--- src/rtl/uart_pkg.sv ---
// Shared UART definitions: FSM state encoding, legal parameter ranges and
// the counter-width helper used by both the receiver and the transmitter.
// Pure declarations; no clocked logic, so no latency or backpressure.
package uart_pkg;

  // State encoding, kept as plain localparams so a TX FSM can reuse codes.
  localparam logic [2:0] ST_IDLE_ENC   = 3'd0;
  localparam logic [2:0] ST_START_ENC  = 3'd1;
  localparam logic [2:0] ST_DATA_ENC   = 3'd2;
  localparam logic [2:0] ST_PARITY_ENC = 3'd3;
  localparam logic [2:0] ST_STOP_ENC   = 3'd4;

  typedef enum logic [2:0] {
    ST_IDLE   = ST_IDLE_ENC,
    ST_START  = ST_START_ENC,
    ST_DATA   = ST_DATA_ENC,
    ST_PARITY = ST_PARITY_ENC,
    ST_STOP   = ST_STOP_ENC
  } uart_state_e;

  // Legal parameter ranges.
  localparam int DATA_BITS_MIN = 5;
  localparam int DATA_BITS_MAX = 9;
  localparam int STOP_BITS_MIN = 1;
  localparam int STOP_BITS_MAX = 2;

  // Width of a counter that must hold 0..n-1; never narrower than 1 bit.
  function automatic int cnt_width(input int n);
    return (n > 1) ? $clog2(n) : 1;
  endfunction

endpackage

--- src/rtl/uart_rx_sync.sv ---
// Serial-line front end: 2-flop synchroniser (resets to idle-high) plus the
// two mid-bit sample flops and the 2-of-3 majority vote. Latency: 2 cycles
// rx_in -> line; vote is combinational on the third sample. No backpressure.
// Ports: rx_clk/rx_rst clock and sync reset; rx_in raw line; samp0_en/samp1_en
//        capture the first/second vote samples; line synchronised value;
//        vote majority of the two captured samples and the current line.
module uart_rx_sync (
  input  logic rx_clk,
  input  logic rx_rst,
  input  logic rx_in,
  input  logic samp0_en,
  input  logic samp1_en,
  output logic line,
  output logic vote
);

  logic meta_q;
  logic line_q;
  logic samp0_q;
  logic samp1_q;

  function automatic logic maj3(input logic a, input logic b, input logic c);
    return (a & b) | (a & c) | (b & c);
  endfunction

  always_ff @(posedge rx_clk) begin
    if (rx_rst) begin
      meta_q  <= 1'b1;
      line_q  <= 1'b1;
      samp0_q <= 1'b1;
      samp1_q <= 1'b1;
    end else begin
      meta_q <= rx_in;
      line_q <= meta_q;
      if (samp0_en) samp0_q <= line_q;
      if (samp1_en) samp1_q <= line_q;
    end
  end

  assign line = line_q;
  assign vote = maj3(samp0_q, samp1_q, line_q);

endmodule

--- src/rtl/uart_rx_frame.sv ---
// UART receiver: start/data/[parity]/stop framing with 3-sample voting.
// Latency: word published at the mid-point of the last stop bit (+2 sync).
// Backpressure: rx_valid held until rx_ready; a new word overwrites and flags rx_overrun.
// Ports: rx_clk, rx_rst (sync, active-high); rx_in serial line (idle 1);
//        rx_ready consumer accept; rx_out/rx_valid word and valid;
//        rx_frame_err, rx_parity_err, rx_overrun per-word flags; rx_busy FSM active.
// Build option: define UART_RX_PARITY_EN to expect a parity bit after the data.
module uart_rx_frame
  import uart_pkg::*;
#(
  parameter int CLKS_PER_BIT = 521,
  parameter int DATA_BITS    = 8,
  parameter int STOP_BITS    = 1,
  parameter int PARITY_ODD   = 0
) (
  input  logic                 rx_clk,
  input  logic                 rx_rst,
  input  logic                 rx_in,
  input  logic                 rx_ready,
  output logic [DATA_BITS-1:0] rx_out,
  output logic                 rx_valid,
  output logic                 rx_frame_err,
  output logic                 rx_parity_err,
  output logic                 rx_overrun,
  output logic                 rx_busy
);

  localparam int CW   = cnt_width(CLKS_PER_BIT);
  localparam int BW   = cnt_width(DATA_BITS);
  localparam int HALF = (CLKS_PER_BIT - 1) / 2;

  localparam logic [CW-1:0] CNT_S0   = CW'(HALF - 1);
  localparam logic [CW-1:0] CNT_S1   = CW'(HALF);
  localparam logic [CW-1:0] CNT_DEC  = CW'(HALF + 1);
  localparam logic [CW-1:0] CNT_LAST = CW'(CLKS_PER_BIT - 1);
  localparam logic [BW-1:0] BIT_LAST = BW'(DATA_BITS - 1);
  localparam logic          STOP_LAST = 1'(STOP_BITS - 1);

  uart_state_e state_q, state_d;
  logic [CW-1:0]        cnt_q, cnt_d;
  logic [BW-1:0]        bit_q, bit_d;
  logic                 stop_q, stop_d;
  logic [DATA_BITS-1:0] shreg_q, shreg_d;
  logic                 frame_p_q, frame_p_d;
  // Cleared after a break so a held-low line cannot retrigger start detection.
  logic                 armed_q, armed_d;
  logic [DATA_BITS-1:0] out_q, out_d;
  logic                 valid_q, valid_d;
  logic                 fe_q, fe_d;
  logic                 ov_q, ov_d;

  logic line;
  logic vote;
  logic dec;
  logic last;
  logic pub;
  logic pub_fe;

  uart_rx_sync u_sync (
    .rx_clk   (rx_clk),
    .rx_rst   (rx_rst),
    .rx_in    (rx_in),
    .samp0_en (cnt_q == CNT_S0),
    .samp1_en (cnt_q == CNT_S1),
    .line     (line),
    .vote     (vote)
  );

`ifdef UART_RX_PARITY_EN
  logic par_p_q, par_p_d;
  logic pe_q, pe_d;
`endif

  assign dec  = (cnt_q == CNT_DEC);
  assign last = (cnt_q == CNT_LAST);

  always_comb begin
    state_d   = state_q;
    cnt_d     = last ? '0 : cnt_q + CW'(1);
    bit_d     = bit_q;
    stop_d    = stop_q;
    shreg_d   = shreg_q;
    frame_p_d = frame_p_q;
    armed_d   = armed_q;
    pub       = 1'b0;
    // Frame flag for a word published this cycle includes the final stop vote.
    pub_fe    = frame_p_q | ~vote;
`ifdef UART_RX_PARITY_EN
    par_p_d   = par_p_q;
`endif

    case (state_q)
      ST_IDLE: begin
        cnt_d = '0;
        if (!armed_q) begin
          if (line) armed_d = 1'b1;
        end else if (!line) begin
          // This cycle is count 0 of the start bit.
          state_d   = ST_START;
          cnt_d     = CW'(1);
          frame_p_d = 1'b0;
`ifdef UART_RX_PARITY_EN
          par_p_d   = 1'b0;
`endif
        end
      end
      ST_START: begin
        if (dec && vote) begin
          state_d = ST_IDLE;
          cnt_d   = '0;
        end else if (last) begin
          state_d = ST_DATA;
          bit_d   = '0;
        end
      end
      ST_DATA: begin
        if (dec) shreg_d = {vote, shreg_q[DATA_BITS-1:1]};
        if (last) begin
          if (bit_q == BIT_LAST) begin
`ifdef UART_RX_PARITY_EN
            state_d = ST_PARITY;
`else
            state_d = ST_STOP;
`endif
            stop_d = 1'b0;
          end else begin
            bit_d = bit_q + BW'(1);
          end
        end
      end
`ifdef UART_RX_PARITY_EN
      ST_PARITY: begin
        if (dec) par_p_d = vote ^ (^shreg_q) ^ (PARITY_ODD != 0);
        if (last) begin
          state_d = ST_STOP;
          stop_d  = 1'b0;
        end
      end
`endif
      ST_STOP: begin
        if (dec) begin
          if (!vote) frame_p_d = 1'b1;
          if (stop_q == STOP_LAST) begin
            // Publish at mid-bit so a following start edge is not missed.
            pub     = 1'b1;
            state_d = ST_IDLE;
            cnt_d   = '0;
            if (pub_fe && (shreg_q == '0)) armed_d = 1'b0;
          end
        end else if (last) begin
          stop_d = stop_q + 1'b1;
        end
      end
      default: begin
        state_d = ST_IDLE;
        cnt_d   = '0;
      end
    endcase
  end

  // Output word register: publish wins over accept; overrun only when the
  // previous word is still pending and not being taken this cycle.
  always_comb begin
    out_d   = out_q;
    valid_d = valid_q;
    fe_d    = fe_q;
    ov_d    = ov_q;
`ifdef UART_RX_PARITY_EN
    pe_d    = pe_q;
`endif
    if (pub) begin
      out_d   = shreg_q;
      valid_d = 1'b1;
      fe_d    = pub_fe;
      ov_d    = valid_q & ~rx_ready;
`ifdef UART_RX_PARITY_EN
      pe_d    = par_p_q;
`endif
    end else if (valid_q && rx_ready) begin
      valid_d = 1'b0;
      fe_d    = 1'b0;
      ov_d    = 1'b0;
`ifdef UART_RX_PARITY_EN
      pe_d    = 1'b0;
`endif
    end
  end

  always_ff @(posedge rx_clk) begin
    if (rx_rst) begin
      state_q   <= ST_IDLE;
      cnt_q     <= '0;
      bit_q     <= '0;
      stop_q    <= 1'b0;
      shreg_q   <= '0;
      frame_p_q <= 1'b0;
      armed_q   <= 1'b0;
      out_q     <= '0;
      valid_q   <= 1'b0;
      fe_q      <= 1'b0;
      ov_q      <= 1'b0;
    end else begin
      state_q   <= state_d;
      cnt_q     <= cnt_d;
      bit_q     <= bit_d;
      stop_q    <= stop_d;
      shreg_q   <= shreg_d;
      frame_p_q <= frame_p_d;
      armed_q   <= armed_d;
      out_q     <= out_d;
      valid_q   <= valid_d;
      fe_q      <= fe_d;
      ov_q      <= ov_d;
    end
  end

`ifdef UART_RX_PARITY_EN
  always_ff @(posedge rx_clk) begin
    if (rx_rst) begin
      par_p_q <= 1'b0;
      pe_q    <= 1'b0;
    end else begin
      par_p_q <= par_p_d;
      pe_q    <= pe_d;
    end
  end
  assign rx_parity_err = pe_q;
`else
  assign rx_parity_err = 1'b0;
`endif

  assign rx_out       = out_q;
  assign rx_valid     = valid_q;
  assign rx_frame_err = fe_q;
  assign rx_overrun   = ov_q;
  assign rx_busy      = (state_q != ST_IDLE);

endmodule

--- config.mk ---
export PLATFORM = sky130hd
export DESIGN_NAME = uart_rx_frame
export DESIGN_NICKNAME = d
export VERILOG_FILES = /design/src/rtl/uart_pkg.sv /design/src/rtl/uart_rx_sync.sv /design/src/rtl/uart_rx_frame.sv
export SDC_FILE = /design/constraint.sdc
export NUM_CORES = 1
export LEC_CHECK = 0
export CAP_MARGIN = 15
export CORE_MARGIN = 5
export CORE_UTILIZATION = 40
export DETAILED_ROUTE_END_ITERATION = 10
export HOLD_SLACK_MARGIN = 0.03
export PLACE_DENSITY_LB_ADDON = 0.1
export SETUP_SLACK_MARGIN = 0.2
export SLEW_MARGIN = 15
export SYNTH_ARGS = -nofsm -noshare
export SYNTH_HDL_FRONTEND = slang
export SYNTH_HIERARCHICAL = 1
export SYNTH_SLANG_ARGS = --single-unit
--- constraint.sdc ---
create_clock -name rx_clk -period 2.5 [get_ports rx_clk]
set_input_delay 0.5 -clock rx_clk [delete_from_list [all_inputs] [get_ports rx_clk]]
set_output_delay 0.5 -clock rx_clk [all_outputs]
set_load 0.01 [all_outputs]
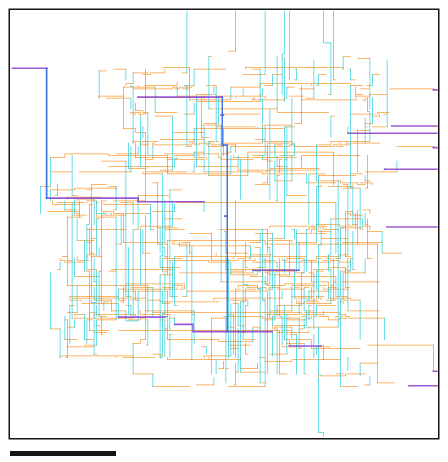
**Above:** run 1 (metal layers overlaid).
Bar = 20 µm.
colour	layer	wire length
orange	metal 1	2020 µm
cyan	metal 2	2020 µm
blue	metal 4	69.6 µm
purple	metal 3	148 µm

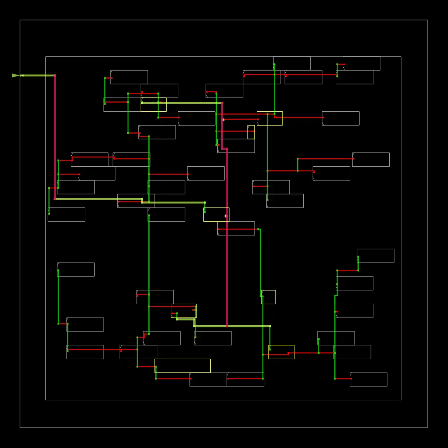
**Above:** run 1 (clock nets).
CLK BUF: 6
clock-net power: 0.537 mW
flop count: 42

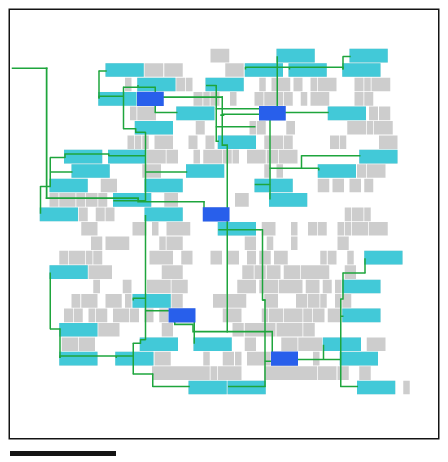
**Above:** run 1 (clock wires, drivers and flops).
Bar = 20 µm.
[blue] clock drivers | count: 5
[green] clock wires | length: 570 µm
[cyan] flip-flops | count: 42
flops lie	widely spread

==> run notes, run 1 <==
impl run done, here's what came out: setup TNS=0 ps, logic area=1060 µm², Simple Share, Synth=28.1%, worst setup margin=around 360 ps, hold buffer count at CTS=0, logic share of the area=a little under half, count of cell types in the netlist=around 48, Root Driver=clkbuf_8, Crit. Startpoint=bit_q[0], CP Buf/Inv Count=0, FF+latch count, synth=~42, clk_skew=approximately 5.6 ps, yosys synthesis chip area=between 1500 and 2000 µm², Layout area overhead=14.8%, vias post-DR=between 1500 and 2000, outcome=completed, yosys stat cell total=218, RSZ-0062 raised after global routing=no, most frequent logic cell in the layout=dfxtp_1, Max IR drop VDD=between 0.2 and 0.3 mV, actual slew at the worst max-slew pin=about 540 ps, die width=between 80 and 90 µm, overall power=1.26 mW
[run 1: worst reg2reg max path, stage by stage, from the launching register on]
cell and delay (ps):
dfxtp_1 340, ha_1 200, ha_1 230, or4b_4 510
a2111oi_4 430, mux2i_1 260, nor2_1 50
[run 1: through the flow]
stage               cell area, µm²  std cells
detailed placement            2180        292
CTS                           2290        300
floorplan                     2000        218
global placement              2180        292
global route                  2290        300
finish                        2290        300
[run 1: state kept, by name, indices dropped and copies added, names as in the netlist]
register,flops
state_q,3
u_sync/samp0_q,1
bit_q,3
rx_frame_err,1
u_sync/line,1
rx_valid,1
rx_overrun,1
armed_q,1
cnt_q,10
shreg_q,8
frame_p_q,1
u_sync/samp1_q,1
rx_out,8
stop_q,1
u_sync/meta_q,1
[run 1: synthesized netlist by cell type (2+ instances only)]
cell,number
dfxtp_1,42
ha_1,5
nand3_1,14
mux2i_1,13
o21ai_0,3
nor2b_1,4
a21oi_1,15
nor4_1,2
a211o_1,2
clkbuf_1,2
nor3_1,10
nand2b_1,4
and2_0,2
and3_1,3
or3b_2,2
nor2_1,21
a31oi_1,4
or2_2,3
buf_4,4
buf_2,3
xnor2_1,3
nand2_1,15
nand4_1,7
inv_1,5
nor3b_1,3
xor2_1,5
[run 1: metal layers]
| metal | vias up | GRT usage, % | wire (µm) |
|---|---|---|---|
| met5 | - | 0 | 0 |
| met4 | 0 | 6.08 | 69 |
| met3 | 6 | 3.81 | 148 |
| met2 | 20 | 23.9 | 2020 |
| met1 | 754 | 17.0 | 2020 |
| li1 | 800 | - | - |
[run 1: where the power goes]
| part | internal [mW] | switching, mW | leakage [nW] |
|---|---|---|---|
| clock network | 0.298 | 0.239 | 0.0514 |
| logic | 0.0189 | 0.0267 | 0.451 |
| registers | 0.675 | 0.00729 | 0.339 |
==> run 1 -> run 2 <==
--- a/config.mk
+++ b/config.mk
@@ -7,7 +7,7 @@
 export LEC_CHECK = 0
 export CAP_MARGIN = 15
 export CORE_MARGIN = 5
-export CORE_UTILIZATION = 40
+export CORE_UTILIZATION = 37
 export DETAILED_ROUTE_END_ITERATION = 10
 export HOLD_SLACK_MARGIN = 0.03
 export PLACE_DENSITY_LB_ADDON = 0.1
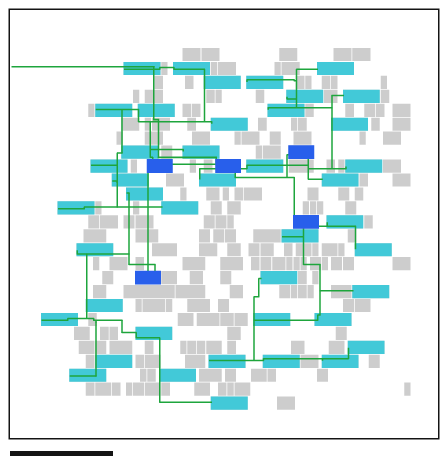
**Above:** run 2 (clock wires, drivers and flops).
Bar = 20 µm.
[green] clock wires | length: 556 µm
[blue] clock drivers | count: 5
[cyan] flip-flops | count: 42
routed clock nets	6

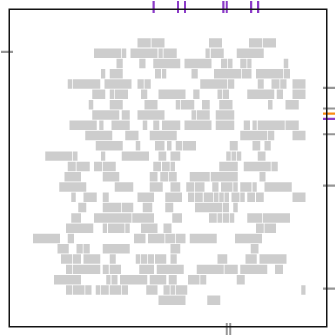
**Above:** run 2 (pin map).
Pins as bars across the die edge, other pins in grey.
colour	port	pins	direction	edge
purple	`rx_out`	8	output	7 north, 1 east
orange	`rx_ready`	1	input	east
all pins by edge	7 east, 7 north, 2 south, 1 west

==> run 2 against run 1 <==
  * Via count shrank 2.0%
  * Highest routed layer unchanged
  * Cell count up 2.0%
  * Die size is 7.1% higher
  * Synthesized cell count stayed put
  * Core utilization shrank 3.4 points
  * Critical path depth stayed put
  * Largest cell class unchanged
  * Synthesized area did not move
  * Sequential power barely moved
==> run notes, run 2 <==
impl run done, here's what came out: outcome=completed, hold buffer count at CTS=0 (unchanged), dpl cells=298 (+2.1%), die width=83.5 µm (+3.5%), Synth top cells by count=42 x dfxtp_1, 21 x nor2_1, 15 x a21oi_1, 15 x nand2_1, 14 x nand3_1, vias post-DR=1549 (-2.0%), Layout area overhead=15.2%, Placed Area=2210 µm² (+1.2%), Psw=0.262 mW (-3.9%), count leader, synth=dfxtp_1, Crit. Startpoint=bit_q[0], Most flops, register=cnt_q, CP Buf/Inv Count=0 (unchanged), switching part of the total=22.2% (+0.64 points), Reg power frac=57.7% (+3.8 points), yosys stat cell total=218 (unchanged), Layout Cells excl Fill=306 (+2.0%), worst setup margin=345 ps (-13.3 ps), Simple Share, Synth=28.1% (unchanged), Pint=0.918 mW (-7.5%), max reg flops=10 (unchanged), FF+latch count, synth=42 (unchanged), setup TNS=0 ps (unchanged), Max IR drop VDD=0.294 mV (+11%)
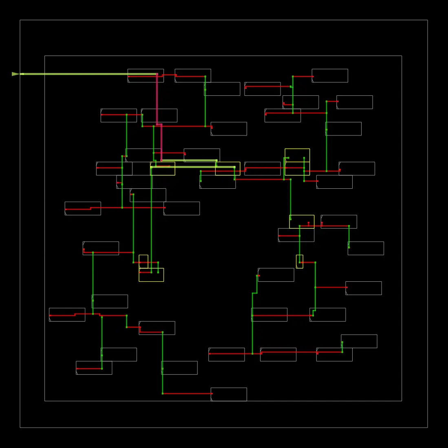
**Above:** run 2 (clock nets).
clk_skew: 4.31 ps
clock-net power: 0.451 mW
clock sink count: 42
clk latency late pin: 290 ps
CLK BUF: 7

-- run 2: cell count changes in the layout (fill, tap and decap cells not counted) --
cell and delta:
clkinv_2 +1, clkbuf_8 +1, clkinvlp_4 -1, bufinv_16 -1
buf_4 +3
-- run 2: final cells by class --
cell class              count  area (µm²)  share of cell area (%)
multi-input cells         159        1060                    46.1
flip-flops and latches     42         841                    36.5
repair buffers             22         203                    8.80
well taps                  70        87.6                    3.80
clock buffers               7        86.3                    3.75
inverters                   5        18.8                   0.815
clock inverters             1        5.00                   0.217
-- run 2: routing by layer --
metal	vias up	track usage [%]	share of wire (%)	wire [µm]
met5	-	0	0	0
met4	0	3.65	0.45	18
met3	2	3.36	3.8	153
met2	20	17.8	41	1650
met1	716	18.1	55	2210
li1	811	-	-	-
-- run 2: stage by stage --
| step | power, mW | hold WS [ps] |
|---|---|---|
| 3_5_place_dp | 0.744 | 396 |
| 2_1_floorplan | 0.730 | 389 |
| 5_1_grt | 1.24 | 450 |
| 3_3_place_gp | 0.746 | 399 |
| 4_1_cts | 1.20 | 419 |
| 6_report | 1.18 | 418 |
-- run 2: how the worst min path moves through the flow --
stage,start,endpoint,slack [ps]
after floorplan,u_sync/meta_q,u_sync/line,390
after global placement,u_sync/meta_q,u_sync/line,400
after detailed placement,u_sync/meta_q,u_sync/line,400
after CTS,u_sync/meta_q,u_sync/line,420
after global routing,u_sync/meta_q,u_sync/line,450
final,u_sync/meta_q,u_sync/line,420
-- run 2: power groups by stage --
stage	registers, mW	logic, mW	clock network (mW)
2_1_floorplan	0.694	0.0358	0
3_3_place_gp	0.697	0.0487	0
3_5_place_dp	0.696	0.0481	0
4_1_cts	0.681	0.0482	0.469
5_1_grt	0.682	0.0534	0.502
6_report	0.681	0.0475	0.451
Power and IR drop assume default switching activity.
